==> src/rtl/data_mem_256x8.sv <==
// Single-port data memory for the load/store unit: synchronous write, combinational read.
// The storage array is deliberately named my_memory so benches can preload/inspect it.
module data_mem_256x8 #(
    parameter int AW = 8,
    parameter int DW = 8
) (
    input  logic          CLK,
    input  logic          reset_i,
    input  logic [AW-1:0] DataAddress,
    input  logic          ReadMem,
    input  logic          WriteMem,
    input  logic [DW-1:0] DataIn,
    output logic [DW-1:0] DataOut
);

    logic [DW-1:0] my_memory [0:2**AW-1];

    logic wr_en;

    // Reset only blocks writes; the array itself is never cleared so preloaded operands survive.
    always_comb begin
        wr_en = WriteMem && !reset_i;
    end

    always_ff @(posedge CLK) begin
        if (wr_en) begin
            my_memory[DataAddress] <= DataIn;
        end
    end

    // No write-data bypass: a same-address write shows up only after the edge.
    always_comb begin
        DataOut = '0;
        if (ReadMem) begin
            DataOut = my_memory[DataAddress];
        end
    end

endmodule

==> config.mk <==
export PLATFORM = sky130hd
export DESIGN_NAME = data_mem_256x8
export DESIGN_NICKNAME = d
export VERILOG_FILES = /design/src/rtl/data_mem_256x8.sv
export SDC_FILE = /design/constraint.sdc
export NUM_CORES = 2
export LEC_CHECK = 0
export ABC_AREA = 1
export CORE_UTILIZATION = 42
export CTS_CLUSTER_DIAMETER = 50
export DETAILED_ROUTE_END_ITERATION = 7
export GPL_TIMING_DRIVEN = 0
export PLACE_DENSITY = 0.68
export REMOVE_ABC_BUFFERS = 1
export SETUP_SLACK_MARGIN = 0.1
export SYNTH_ARGS = -nofsm -noshare
export SYNTH_HDL_FRONTEND = slang
export SYNTH_SLANG_ARGS = --single-unit
==> constraint.sdc <==
create_clock -name CLK -period 3.45 [get_ports CLK]
set_clock_uncertainty 0.1 [all_clocks]
set_input_delay 0.69 -clock CLK [delete_from_list [all_inputs] [get_ports CLK]]
set_output_delay 0.69 -clock CLK [all_outputs]
set_load 0.1 [all_outputs]
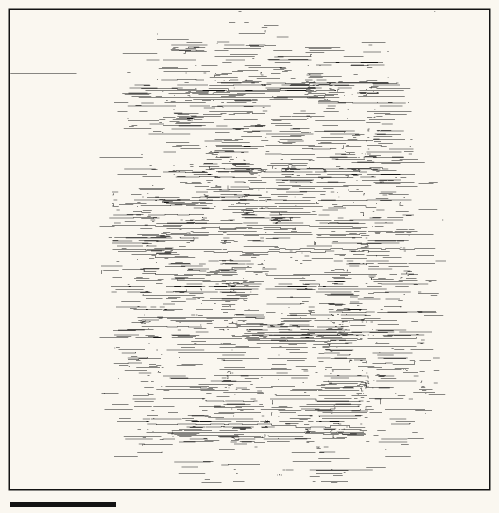
(images/layer_met3.png)
Scale bar: 100 um.
The longest straight run is 160 um. The layer carries 26.4 mm of wire. The layer holds 10% of the routed length. The wires run mostly horizontal.
via count of the routed design: 60100
Total Wirelength: 256000 um
met3 Track Usage GR: 0.0390

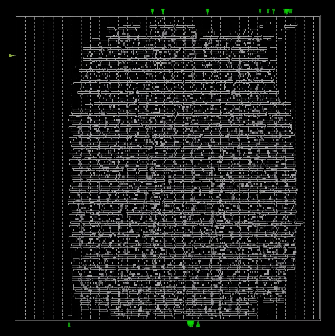
(images/placement.png)
register share of the cell area: 0.619
area of the core region: 202000 sq um
count of fill cells added during filler insertion: 17200
cell row count: 165
post-layout instance count excluding filler cells: 11000

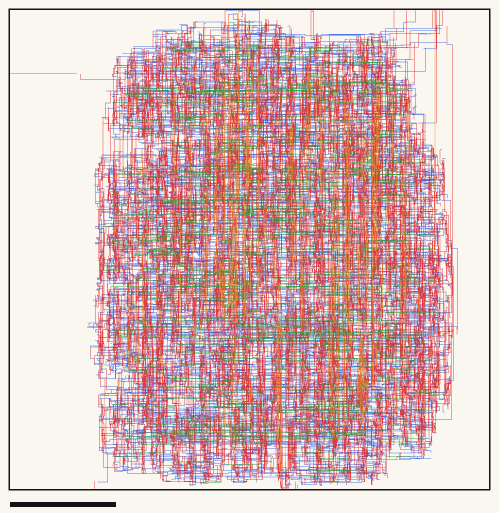
(images/wires.png)
Scale bar: 100 um.
Red shows metal 2, wire length 121 mm. Orange shows metal 4, wire length 14300 um. Blue shows metal 1, wire length 94.7 mm. Purple shows metal 5, wire length 65.3 um. Green shows metal 3, wire length 26.4 mm.
Tot GR Track Use: 0.244
mean routed wirelength per cell: 23.3 um

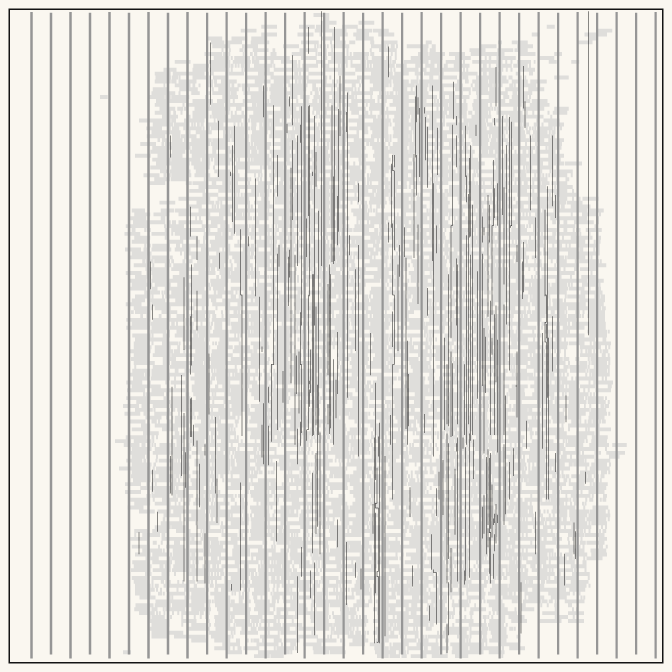
(images/layer_met4.png)
Supply wires on this layer in grey.
The wires run mostly vertical. The longest straight run is 225 um. The layer holds 5.6% of the routed length. 166 nets have wire on it. The layer carries 14300 um of wire.

==> impl_results.rst <==
Implementation results
======================

.. list-table::
   :header-rows: 1

   * - Metric
     - Value
   * - Status
     - finished, violations left
   * - Violated checks
     - setup timing
   * - Core Density at Floorplan
     - 0.423
   * - CP delay by family, top
     - simple AND/OR/NAND/NOR gates
   * - Ratio of total power to cell area
     - 532 nW/um^2
   * - Cell count listed in synth_stat.txt
     - 8181
   * - Post-route worst setup slack
     - -618 ps
   * - Max FFs per register
     - 2048
   * - Routed Antenna Nets
     - 0
   * - OpenROAD warnings
     - 63
   * - Remaining max-slew budget at the tightest pin
     - 0.300
   * - Max Transition Viols Final
     - 0
   * - Pin count of the biggest net entering global routing
     - 143
   * - Share of power burned in registers
     - 0.518
   * - Clock H-tree levels
     - 4
   * - Internal cell power
     - 40.6 mW
   * - Post-Synth XOR/XNOR Area
     - 0
   * - Average vias per placed instance
     - 5.45
   * - Fraction of layout instances using a drive strength above 1
     - 0.0918
   * - Max Clock Freq
     - 246 MHz
   * - Count of TritonRoute iterations in the first routing pass
     - 6
   * - Clk Tree Root Cell
     - sky130_fd_sc_hd__clkbuf_16
   * - Gr ovfl total
     - 0
   * - Registers, synthesis
     - 2048
   * - Logic family by area
     - simple AND/OR/NAND/NOR gates
   * - Leakage
     - 39.0 nW
   * - CP startpoint kind
     - primary input
   * - Die Wd
     - 454 um
   * - Initial antenna violation count
     - 8
   * - Data required time at the worst endpoint
     - 2660 ps
   * - CTS max path bufs
     - 3
   * - Instance count of the mapped netlist
     - 8181
   * - Fraction of registers with async set/reset
     - 0
   * - Number of global-route vias before repair
     - 57600
   * - Multiplexer share
     - 0
   * - Final setup fails
     - 8
   * - Number of warnings printed during yosys synthesis
     - 0
   * - DRC marker count from the first detailed-route iteration
     - 7288
   * - Largest incremental delay on the critical path
     - 270 ps
   * - Die Area
     - 206000 sq um
   * - Category of the critical setup timing path
     - in2out
   * - Complex-gate fraction of the synthesized area
     - 0
   * - Post-detailed-placement half-perimeter wirelength
     - 123000 um
   * - Peak supply drop
     - 0.000455 V
   * - Cts-stage hold buffer count
     - 0
   * - Relative contribution of the clock network to total power
     - 0.405
   * - Synth area leaders
     - sky130_fd_sc_hd__edfxtp_1, sky130_fd_sc_hd__nand2_1, sky130_fd_sc_hd__nor2_1
   * - Synth cell types
     - 16
   * - Worst hold path type
     - in2reg
   * - Chip height
     - 454 um
   * - Main flop type
     - sky130_fd_sc_hd__edfxtp_1
   * - Worst hold start
     - DataIn[6]
-- cell families after synthesis --
family                 count (synthesis)
and+or+nand+nor                     5666
DFF                                 2048
buffers and inverters                467
-- timing repair --
item / 4_1_cts / 5_1_grt
gates cloned: 82 / 12
setup buffers: 50 / 4
endpoints found under the setup margin: 1602 / 619
pin swaps: 64 / 28
endpoints found under the hold margin: 0 / 0
resized: 306 / 89
-- metrics by stage --
step / setup slack (ps) / cell area [sq um] / hold slack [ps] / util
2_1_floorplan: -6780 / 83500 / 689 / -
3_3_place_gp: -145210 / 87100 / 2340 / 0.430
3_5_place_dp: -3210 / 89000 / 989 / 0.440
4_1_cts: -519 / 98800 / 79.7 / 0.488
5_1_grt: -650 / 99400 / 121 / 0.491
6_report: -618 / 99400 / 135 / 0.491
-- power by group through the flow --
stage,Clock [mW],Sequential (mW),Combinational (mW)
6_report,21.4,27.4,4.07
5_1_grt,22.4,27.4,4.29
4_1_cts,21.5,27.4,3.88
3_5_place_dp,0,27.9,3.14
3_3_place_gp,0,28.3,4.35
2_1_floorplan,0,27.9,1.68
-- worst paths after layout --
check / end / slack, ps / depth (start not counted)
worst max-delay path: DataOut[1] / -620 / 22
worst min-delay path: my_memory[18][6] / 130 / 1
-- cell type report --
class	count	area (sq um)
clock buffer	223	5030
timing repair inverter	9	76.3
sequential	2048	61500
inverter	16	131
antenna	5	12.5
fill	17200	103000
tap	2672	3340
multi-input combinational	5666	22800
timing repair buffer	238	5250
clock inverter	132	1280
-- per-layer routing --
layer / vias to the layer above / wire, um / track usage
met5: - / 65 / 0
met4: 10 / 14300 / 0.129
met3: 598 / 26400 / 0.0390
met2: 3508 / 121000 / 0.397
met1: 29000 / 94700 / 0.313
li1: 27000 / - / -
-- layout by cell type, fill, tap and decap left out, types with 9 or more instances in the layout --
cell	Yosys	layout
sky130_fd_sc_hd__nand4_1	56	56
sky130_fd_sc_hd__buf_4	15	38
sky130_fd_sc_hd__nor2_2	0	116
sky130_fd_sc_hd__clkinv_2	0	41
sky130_fd_sc_hd__clkbuf_16	0	209
sky130_fd_sc_hd__buf_12	0	38
sky130_fd_sc_hd__bufbuf_16	0	38
sky130_fd_sc_hd__nor2_4	1	52
sky130_fd_sc_hd__buf_6	11	9
sky130_fd_sc_hd__bufinv_16	0	21
sky130_fd_sc_hd__nand2_1	4629	4568
sky130_fd_sc_hd__buf_8	0	9
sky130_fd_sc_hd__nand2_2	0	59
sky130_fd_sc_hd__clkbuf_1	110	26
sky130_fd_sc_hd__clkinvlp_4	0	12
sky130_fd_sc_hd__nor2_1	600	433
sky130_fd_sc_hd__inv_6	0	14
sky130_fd_sc_hd__clkinv_1	2	44
sky130_fd_sc_hd__edfxtp_1	2048	2048
sky130_fd_sc_hd__buf_16	0	85
sky130_fd_sc_hd__inv_1	12	10
sky130_fd_sc_hd__nand3_1	376	375
Power figures rest on the tool's default switching activity, not on a simulated workload.
